**Run 1: supply network**

Bar = 20 µm. Pins as bars on the die edge. Tap cells in gray.
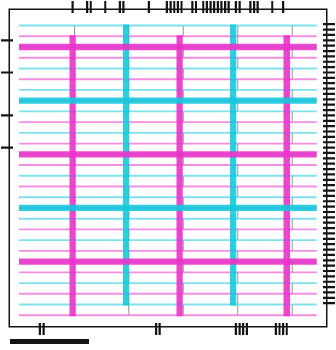
**Run 1: placed cells, one color a class**

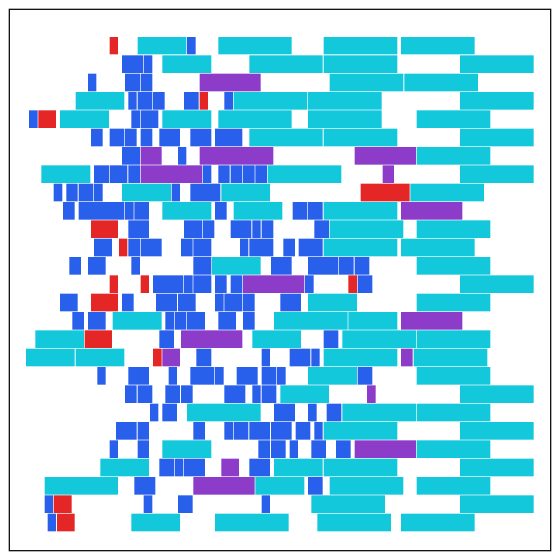
**Run 1: routed clock nets over the placement**

Bar = 20 µm.
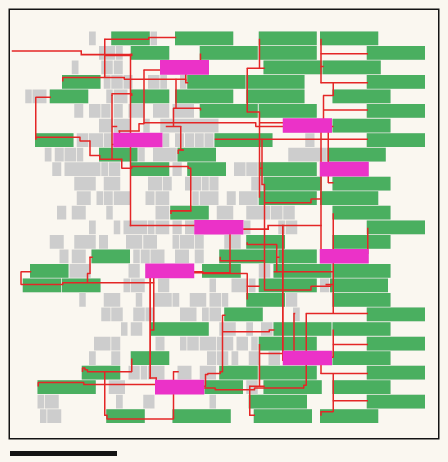
`src/rtl/mtl_frame_writer.sv`:
```
// mtl_frame_writer: streams one frame of pixels into the back buffer of a
// double-buffered SDRAM frame store. The front buffer changes only on a
// display end-of-frame pulse, and only after the whole frame has been written.
module mtl_frame_writer #(
    parameter int          H_PIX = 800,
    parameter int          V_PIX = 480,
    parameter logic [22:0] BASE0 = 23'h000000,
    parameter logic [22:0] BASE1 = 23'h080000
) (
    input  logic        iCLK,
    input  logic        iRST,
    input  logic [31:0] iPIX_DATA,
    input  logic        iPIX_VALID,
    input  logic        iPIX_SOF,
    output logic        oPIX_READY,
    output logic        oWR_REQ,
    output logic [22:0] oWR_ADDR,
    output logic [31:0] oWR_DATA,
    input  logic        iWR_ACK,
    input  logic        iEnd_Frame,
    output logic        oBUF_SEL,
    output logic        oFrame_Done,
    output logic        oSync_Err
);

    localparam logic [18:0] FRAME_PIX = 19'(H_PIX * V_PIX);

    typedef enum logic [1:0] {IDLE, WRITE, WAIT_SWAP} state_t;

    state_t      state;
    logic        holdValid;
    logic [22:0] holdAddr;
    logic [31:0] holdData;
    logic [18:0] pixCount;
    logic        bufSel;
    logic        frameDone;
    logic        syncErr;

    logic        pixReady;
    logic        xfer;
    logic        frameFull;
    logic        holdAck;
    logic [22:0] wrBase;
    logic [22:0] nextAddr;

    // The writer always fills the buffer the display is not reading.
    assign wrBase    = bufSel ? BASE0 : BASE1;
    assign frameFull = (pixCount == FRAME_PIX);
    assign holdAck   = holdValid && iWR_ACK;
    assign xfer      = iPIX_VALID && pixReady;
    // A first pixel (SOF, or any loaded pixel from IDLE) always lands at offset 0.
    assign nextAddr  = (iPIX_SOF || state == IDLE) ? wrBase : wrBase + 23'(pixCount);

    assign oWR_REQ     = holdValid;
    assign oWR_ADDR    = holdAddr;
    assign oWR_DATA    = holdData;
    assign oBUF_SEL    = bufSel;
    assign oFrame_Done = frameDone;
    assign oSync_Err   = syncErr;
    assign oPIX_READY  = pixReady;

    // Ready: a single holding slot, refilled in the same cycle it is acked.
    always_comb begin
        pixReady = 1'b0;
        if (!iRST) begin
            case (state)
                IDLE:      pixReady = 1'b1;
                WRITE:     pixReady = !frameFull && (!holdValid || iWR_ACK);
                default:   pixReady = 1'b0;
            endcase
        end
    end

    // Control FSM: frame sequencing, pixel count, buffer swap and status pulses.
    always_ff @(posedge iCLK) begin
        if (iRST) begin
            state     <= IDLE;
            holdValid <= 1'b0;
            pixCount  <= '0;
            bufSel    <= 1'b0;
            frameDone <= 1'b0;
            syncErr   <= 1'b0;
        end else begin
            frameDone <= 1'b0;
            syncErr   <= 1'b0;
            if (holdAck) begin
                holdValid <= 1'b0;
            end
            case (state)
                IDLE: begin
                    if (xfer) begin
                        if (iPIX_SOF) begin
                            holdValid <= 1'b1;
                            pixCount  <= 19'd1;
                            state     <= WRITE;
                        end else begin
                            syncErr <= 1'b1;
                        end
                    end
                end
                WRITE: begin
                    if (xfer) begin
                        holdValid <= 1'b1;
                        if (iPIX_SOF) begin
                            pixCount <= 19'd1;
                            syncErr  <= 1'b1;
                        end else begin
                            pixCount <= pixCount + 19'd1;
                        end
                    end else if (frameFull && holdAck) begin
                        state <= WAIT_SWAP;
                    end
                end
                WAIT_SWAP: begin
                    if (iEnd_Frame) begin
                        bufSel    <= !bufSel;
                        frameDone <= 1'b1;
                        state     <= IDLE;
                    end
                end
                default: state <= IDLE;
            endcase
        end
    end

    // Holding register data path; contents are only meaningful while holdValid.
    always_ff @(posedge iCLK) begin
        if (xfer) begin
            holdAddr <= nextAddr;
            holdData <= iPIX_DATA;
        end
    end

endmodule

```
`config.mk`:
```
export PLATFORM = sky130hd
export DESIGN_NAME = mtl_frame_writer
export DESIGN_NICKNAME = d
export VERILOG_FILES = /design/src/rtl/mtl_frame_writer.sv
export SDC_FILE = /design/constraint.sdc
export NUM_CORES = 1
export LEC_CHECK = 0
export CORE_MARGIN = 2
export CORE_UTILIZATION = 52
export CTS_BUF_LIST = sky130_fd_sc_hd__clkbuf_16
export CTS_CLUSTER_DIAMETER = 120
export DETAILED_ROUTE_END_ITERATION = 12
export DONT_BUFFER_PORTS = 1
export GPL_TIMING_DRIVEN = 0
export PLACE_DENSITY_LB_ADDON = 0.08
export SYNTH_ARGS = -nofsm -noshare
export SYNTH_HDL_FRONTEND = slang
export SYNTH_SLANG_ARGS = --single-unit
export TNS_END_PERCENT = 30
```
`constraint.sdc`:
```
create_clock -name iCLK -period 12 [get_ports iCLK]
set_input_delay 3.6 -clock iCLK [delete_from_list [all_inputs] [get_ports iCLK]]
set_output_delay 3.6 -clock iCLK [all_outputs]
set_load 0.02 [all_outputs]
```
==> changes_impl.md, run 1 <==
### Implementation results

* Hold EP: state[0]$_SDFFE_PP0P_
* Status: finished, final reports clean
* Die Span X at 80.1 µm
* Seq/total area at 0.601
* Placeable Area at 0.00554 mm²
* PortBufs at 0
* Cycle use final at 0.687
* Ys flop type: edfxtp_1
* Worst R2R End: oWR_ADDR[10]$_SDFFCE_PP0P_
* Max Cap Viol at 0
* CTS tree: built
* Logic power comb at 15.5 µW
* Met2 Use GR at 0.283
* P_clk at around 260 µW
* Post-synthesis simple-gate area fraction at 0.175
* Ys Warns at 0
* Power per cell area at 170 mW/mm²
* # Taps at 72
* Top-count cell post-synth: edfxtp_1
* # rows at 27
* CTS H-Tree Depth at 3
* Max FO, Critical Path at 10
* Via Count at 1867
* DRT Pass-1 Iters at 4
* TNS Setup at 0 ps
* Fin area at 0.00343 mm²
* DP Area at 0.00314 mm²
* Ports at 98
* Top Usage Layer GRT: met2
* Clock root buffer: clkbuf_16
* Count of clock buffers in the final design at 9
* Seq. cell area at 0.00206 mm²
* First-pass GRT wire length at 9.32 mm
* Achievable Freq at between 0.1 and 0.15 GHz
* Worst Hold Margin at 512 ps
* Logic share of the area at 0.247
* N_diodes at 0
* Adder-Cell Fraction of Synth Area at 0.00831
Back to the opening pictures, 'supply network':
magenta -> VSS
cyan -> VDD
tap cells = 72
signal pins = 98
rows = 27
met1 rails = 28

Back to the opening pictures, 'placed cells, one color a class':
red -> other buffers and delay cells  # cells 14, share of their area 3.1%
cyan -> flip-flops  # cells 77, share of their area 62%
blue -> all other logic  # cells 144, share of their area 26%
purple -> clock drivers and dummy loads  # cells 16, share of their area 8.8%

Back to the opening pictures, 'routed clock nets over the placement':
magenta -> cells driving clock nets  # count 9
green -> flip-flops  # count 77
red -> clock wires  # length 948 µm
routed clock nets = 10
flops lie = spread over the die

[run 1: per-layer routing]
layer  routed length (µm)  vias to the layer above
met2                 2800                      101
met3                  490                       12
met5                    0                        -
met1                 2770                      875
li1                     -                      879
met4                  142                        0
[run 1: critical path, stage by stage]
cell and delay (ps):
nand2b_1 100, o21ai_1 90, a31o_2 260, buf_6 150
buf_6 140, nor2_1 300
[run 1: per-stage QoR]
step,power (mW),util,std cells,worst slack (ps)
floorplan,0.322,-,234,3860
global placement,0.326,0.561,306,3750
detailed placement,0.327,0.566,307,3750
CTS,0.590,0.619,323,3750
global route,0.604,0.619,323,3680
finish,0.584,0.619,323,3750
==> inputs of run 2 (changes only) <==
clock period = 8.6 ns   (was 12 ns; I/O delays follow)
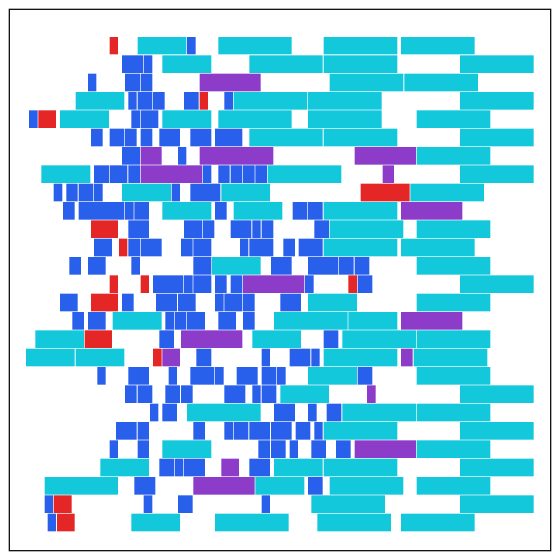
**Above:** run 2 (placed cells, one color a class).
blue -> all other logic  # cells 144, share of their area 26%
red -> other buffers and delay cells  # cells 14, share of their area 3.1%
cyan -> flip-flops  # cells 77, share of their area 62%
purple -> clock drivers and dummy loads  # cells 16, share of their area 8.8%

==> changes_impl.md, run 2 <==
### Implementation results

* Status: finished, final reports clean (unchanged)
* Ys Warns at 0 (unchanged)
* Clock root buffer: clkbuf_16 (unchanged)
* Seq/total area at 0.601 (unchanged)
* Achievable Freq at 0.161 GHz
* Tot Pwr at 815 µW (was 584 µW)
* DP Area at 0.00314 mm² (unchanged)
* TNS Setup at 0 ps (unchanged)
* PortBufs at 0 (unchanged)
* N_diodes at 0 (unchanged)
* Place WS at 2390 ps (was 3750 ps)
* Non-Filler Instances at 323 (unchanged)
* GRT Util Overall at 0.201 (unchanged)
* Die Span X at 80.1 µm (unchanged)
* Ports at 98 (unchanged)
* Logic share of the area at 0.247 (unchanged)
* # Taps at 72 (unchanged)
* Top-count cell post-synth: edfxtp_1 (unchanged)
* Worst Hold Margin at 512 ps (unchanged)
* Fin area at 0.00343 mm² (unchanged)
* Cycle use final at 0.722
* Worst R2R End: oWR_ADDR[10]$_SDFFCE_PP0P_ (unchanged)
* CTS H-Tree Depth at 3 (unchanged)
* PnR worst setup slack at 2390 ps (was 3750 ps)
* Logic power comb at 21.6 µW (was 15.5 µW)
* P_clk at 367 µW (was 263 µW)
* Ys flop type: edfxtp_1 (unchanged)
* Post-layout util at 0.619 (unchanged)
* CTS tree: built (unchanged)
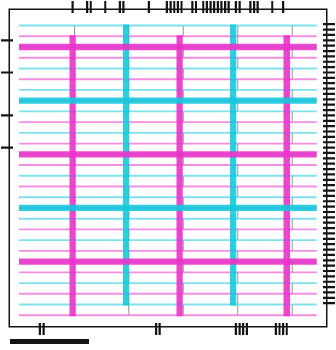
**Above:** run 2 (supply network).
Bar = 20 µm. Pins as bars on the die edge. Tap cells in gray.
magenta -> VSS
cyan -> VDD
rows = 27
signal pins = 98
met4 straps = 5
met5 straps = 5
met1 rails = 28

[run 2: cell counts after synthesis]
No cell type changed its count.
[run 2: metal layers]
metal  global-route usage  routed length [µm]
met5                    0                   0
met4                0.100                 142
met3               0.0753                 490
met2                0.283                2800
met1                0.273                2770
[run 2: logic make-up (layout without fill, tap and decap cells)]
logic type,count (synthesis),after routing,share of synthesized area
compound gates,25,25,0.0569
xor+xnor,12,12,0.0349
fa+ha+maj,2,2,0.00831
buf+inv,22,39,0.0386
flops,77,77,0.685
other cells,1,3,0.00125
simple gates,93,93,0.175
[run 2: worst max-delay path, cell delays in order]
cell and delay [ps]:
nand2b_1 100, o21ai_1 90, a31o_2 260, buf_6 150, buf_6 140, nor2_1 300
==> inputs of run 3 (changes only) <==
clock period = 6.16 ns   (was 8.6 ns; I/O delays follow)
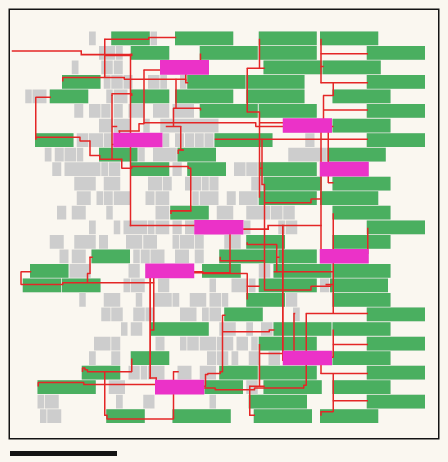
**Above:** run 3 (routed clock nets over the placement).
Bar = 20 µm.
red -> clock wires  # length 948 µm
magenta -> cells driving clock nets  # count 9
green -> flip-flops  # count 77
routed clock nets = 10

==> changes_impl.md, run 3 <==
### Implementation results

* Status: finished, final reports clean (unchanged)
* AND-OR/OR-AND share of the synthesized area at 0.0569 (unchanged)
* Max layer used: met4 (unchanged)
* Met2 Use GR at 0.283 (unchanged)
* Die Span X at 80.1 µm (unchanged)
* Critical path depth at 6 (unchanged)
* CTS tree: built (unchanged)
* TNS Setup at 0 ps (unchanged)
* Critical path's top delay family: simple AND/OR/NAND/NOR gates (unchanged)
* Via Count at 1867 (unchanged)
* Post-layout util at 0.619 (unchanged)
* Fin area at 0.00343 mm² (unchanged)
* Logic power comb at 30.2 µW (was 21.6 µW)
* Buf/Inv on CP at 2 (unchanged)
* Clock root buffer: clkbuf_16 (unchanged)
* Achievable Freq at 0.211 GHz
* Adder-Cell Fraction of Synth Area at 0.00831 (unchanged)
* Mux frac, synth at 0 (unchanged)
* PnR worst setup slack at 1420 ps (was 2390 ps)
* Ports at 98 (unchanged)
* Placed Instances at 307 (unchanged)
* Met3 Use GR at 0.0753 (unchanged)
* Top Usage Layer GRT: met2 (unchanged)
* DRT Pass-1 Iters at 4 (unchanged)
* Tot Pwr at 1.14 mW (was 815 µW)
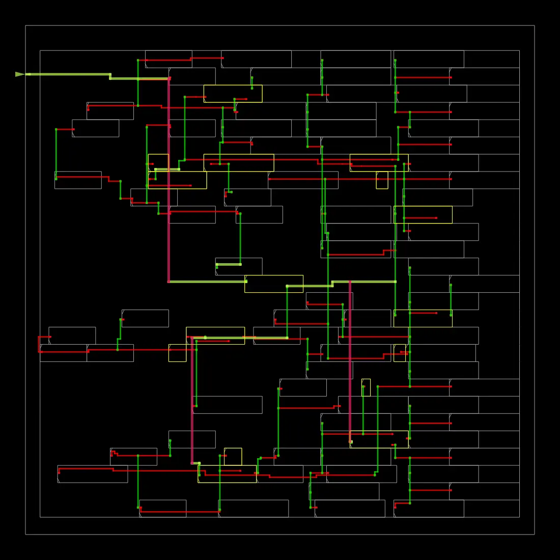
**Above:** run 3 (the clock network).
Clock Latency Late Sink: 330 ps
P_clk: 513 µW

## run 3: cell counts after synthesis
Identical to the previous run, type by type.
## run 3: cells by family (layout without fill, tap and decap cells)
| group | after synthesis | in the layout |
|---|---|---|
| AOI/OAI and AO/OA | 25 | 25 |
| xor gates and xnor gates | 12 | 12 |
| adders and majority gates | 2 | 2 |
| buffers and inverters | 22 | 39 |
| DFF | 77 | 77 |
| other | 1 | 3 |
| and+or+nand+nor | 93 | 93 |
## run 3: final cells by class
| cell class | count | area (µm²) |
|---|---|---|
| well taps | 72 | 90.1 |
| inverters | 9 | 33.8 |
| clock buffers | 9 | 225 |
| multi-input cells | 135 | 848 |
| repair buffers | 1 | 20.0 |
| plain buffers | 13 | 82.6 |
| flip-flops and latches | 77 | 2060 |
| clock inverters | 7 | 67.6 |
| fillers | 452 | 2110 |
Power is estimated from default activity; no workload was simulated.
